Design fig_04b_block_077_x_select_sequencer, sky130hd; sources not shown.
flops_by_reg.png
Bar = 20 um. Other sequential cells in the stronger grey, the rest of the logic in the fainter grey.
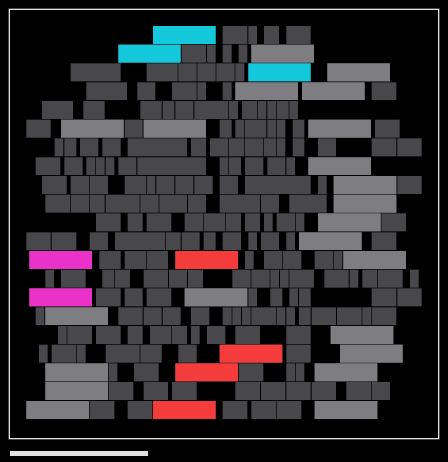
[red] ysel | placed flops: 4 | where: bottom middle
[magenta] alt | placed flops: 2
[cyan] r_state | placed flops: 3
utilization after layout: 0.723
total area of sequential cells: 776 sq um
sequential portion of the cell area: 0.327
Seq group: 0.734 mW

logic_types.png
Bar = 20 um.
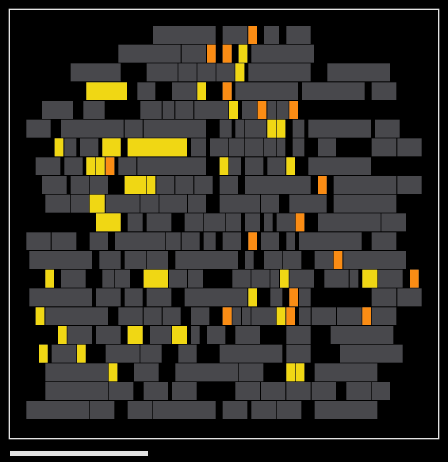
[orange] inv cells | cells: 16 | most used: inv_1
[yellow] nor cells | cells: 33 | most used: nor2_1
Post-Layout Cell Count: 276
commonest non-fill, non-tap cell in the layout: clkdlybuf4s50_1
Comb/total area: 0.345

wires.png
Bar = 20 um.
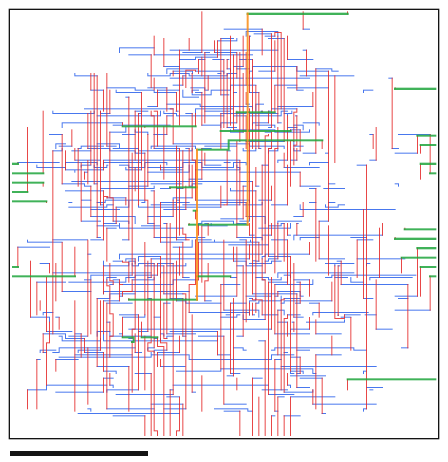
[red] metal 2 | wire length: 1980 um
[green] metal 3 | wire length: 165 um
[blue] metal 1 | wire length: 1770 um
[orange] metal 4 | wire length: 52.4 um
total track usage: 0.224
total number of vias: 1449
total wirelength of the detailed-routed design: 3960 um
routed length per placed instance: 14.4 um

placement.png
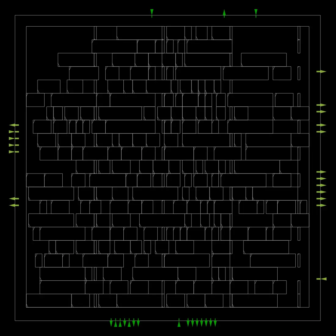
placeable core area: 3280 sq um
Tapcells: 46

==> results.txt <==
On the backend side, the flow ran end to end.

The run finished with clean final reports. The AND-OR/OR-AND share of the synthesized area stands at 0.173. The longest incremental delay of any stage on the critical path is reported as 0.49 ns.

The path class of the tightest hold or removal check is reg2reg. The STA report counts the stages on the worst setup path as 7. The synthesized area stands at 1690 sq um. At the end of routability-driven placement, the weighted congestion stood at 0.865.

The count of endpoints failing setup in the final report stands at 0. The buffers plus inverters on the worst setup path stands at 2. Counting flops with an async set or reset pin after synthesis yields a share of 1.00.

The final total negative setup slack stands at 0 ns. For this run the aggregate overflow at the end of global routing stands at 0. The area fraction of the largest cell type after synthesis is 0.460. STA puts the critical path data required time at 2.69 ns. After detailed routing, the met2 layer carries 1980 um of wire. Averaged over all synthesized cells, the footprint is 10.2 sq um. The cell sitting at the root of the clock tree is a clkbuf_4. During synthesis, Yosys emitted a total of 0 warnings. The remaining routing DRC violations stands at 0. Grouping non-sequential cells by family puts the most area in simple AND/OR/NAND/NOR gates. In the post-synthesis netlist, the biggest area contributors are dfrtp_1 (46%), mux2i_1 (8.3%), nor2_1 (5.1%). Data arrives at the worst endpoint at 2.46 ns. TritonCTS built the clock tree. Signal routing reaches up to met4.

At the placement stage, the worst setup path has a slack of -0.170 ns. Looking at area per cell type in the netlist, the leader is dfrtp_1. Warnings raised by the tools during the run amount to 26. The maximum clock frequency stands at 0.441 GHz.

The first global-routing pass estimated 6810 um of wire. The synthesis-stage register bit count stands at 31. Synthesis produced a netlist whose cell count is 165. The post-detailed-route count of antenna-violating nets stands at 0. Yosys mapped a number of flops with a built-in enable equal to 0.

The worst setup path is captured at a flop. The cell area after layout stands at 2370 sq um. Entering global routing, the biggest net connects 32 pins.

Per the OpenROAD floorplan log, the area of the die is 3860 sq um. Including well taps, the total number of placed cells is 268. The setup slack on the worst flop-to-flop path stands at 0.64 ns.

The final net count stands at 240. The wire length on met3 stands at 165 um. The initial cell density of the core stands at 0.514.

Counting distinct cell types in the post-synthesis netlist gives 49. Setup repair after global routing left no endpoint under its margin. Buffers inserted during clock tree synthesis total 5.

After layout, the setup clock skew is reported as 0.0140 ns. The DRC marker count from the first detailed-route iteration stands at 50. The clock latency on the worst-skew pair stands at 0.33 ns. The slew check shows that the tightest pin keeps a relative margin of 0.639. The y dimension of the die stands at 62.1 um. The worst-path maximum fanout stands at 2. The number of violations of the max-capacitance limit stands at 0. Setup slack on the critical path of the routed design comes to 0.234 ns. The half-perimeter wire length of the detailed placement result stands at 3110 um. From left edge to right edge, the die measures 62.1 um.

Row generation in the floorplan step produced 21 rows. Looking at the VDD voltage map, the peak drop is 0.451 mV. The sequential share of the synthesized area stands at 0.460. Of the available clock period, the critical path in the final layout requires 0.906.

The script logs the ratio of routed vias to standard cells as 5.25. The number of hold violations in the final report stands at 0. In this run, the synthesized area fraction spent on xor and xnor cells is recorded as 0. The via count of the first global-routing pass was 1418.

The CTS log lists the clock sinks for this run as 31. In the final layout, the share of cells above drive strength 1 is 0.226. Once placement finished, the instance area stood at 2280 sq um. Per the synth stats, the flop cell with the highest instance count is dfrtp_1.

STA classifies the critical path startpoint as an input pin. The cell leakage power stands at 1.07 nW. The count of buffers added on input and output ports is 36. STA shows the worst reg2reg path with a cell count of 5. Looking at the critical path, the single cell with the biggest stage delay is clkdlybuf4s50_1.

The number of antenna violations at the first check in global routing came to 0. The kind of cell with the highest combined delay along the critical path is simple AND/OR/NAND/NOR gates. The clock tree synthesis step divided the H-tree into 2 levels. The measured slew at the worst slew-check pin stands at 0.541 ns. The instance count along the most critical hold path stands at 2. The yosys-reported design area after synthesis stands at 1690 sq um. The arithmetic-cell share of the synthesized area counting full adders, half adders and majority gates stands at 0. After clock tree synthesis, the clock-pin slew on the worst setup and hold paths is 0.09 ns. The area growth from synthesis to layout stands at 40.7%. By instance count, the leading cell after synthesis is dfrtp_1. The maximum number of buffers from clock root to sink stands at 2.
## what timing repair did
| item | 4_1_cts | 5_1_grt |
|---|---|---|
| endpoints found under the setup margin | 0 | 5 |
| hold endpoints to repair | 0 | 0 |
| buffers inserted | 0 | 0 |
| resized | 0 | 4 |
| hold buffers | 0 | 0 |
## cells in the final DEF (no fill, tap or decap), types with 2 or more instances in the layout
cell type,count
nand2_1,10
a21oi_1,3
clkdlybuf4s50_1,35
dfrtp_1,31
or3_1,4
mux2i_1,14
clkbuf_4,5
o21ai_0,8
a22o_1,5
inv_1,16
a22oi_1,2
buf_4,28
nor4_1,2
nand3_1,2
nor2_1,23
o22ai_1,2
o31ai_1,3
clkbuf_8,2
## layer usage
metal	up-vias	GRT usage
met3	7	0.0525
met5	-	0
met4	0	0.0667
li1	707	-
met2	39	0.365
met1	696	0.301
## where the power goes
| group | switching, mW | total (mW) | internal [mW] |
|---|---|---|---|
| logic | 0.337 | 0.772 | 0.434 |
| clock network | 0.168 | 0.333 | 0.165 |
| registers | 0.111 | 0.734 | 0.624 |
| total | 0.616 | 1.84 | 1.22 |
## per-stage QoR
stage,hold slack [ns],power (mW)
6_report,0.540,1.84
5_1_grt,0.574,1.95
4_1_cts,0.557,1.85
3_5_place_dp,0.529,1.52
3_3_place_gp,0.506,1.48
2_1_floorplan,0.454,1.12
## final cells by class
class | instances | share of cell area
Inverter | 16 | 0.0253
Tap cell | 46 | 0.0242
Timing Repair Buffer | 65 | 0.250
Clock buffer | 8 | 0.0290
Multi-Input combinational cell | 110 | 0.345
Sequential cell | 31 | 0.327
## kinds of logic (layout without fill, tap and decap cells)
group	count (synthesis)	count (layout)
AND-OR/OR-AND	36	36
flip-flops	31	31
multiplexers	16	16
AND/OR/NAND/NOR	58	58
buffers and inverters	24	89
## worst reg2reg max path, cell delays in order, from the launching register on
cell and delay, ns:
dfrtp_1 0.48, and4bb_2 0.41, nor3b_1 0.28, o21a_1 0.29, mux2i_1 0.22, nor2_1 0.06
Power is estimated from default activity; no workload was simulated.
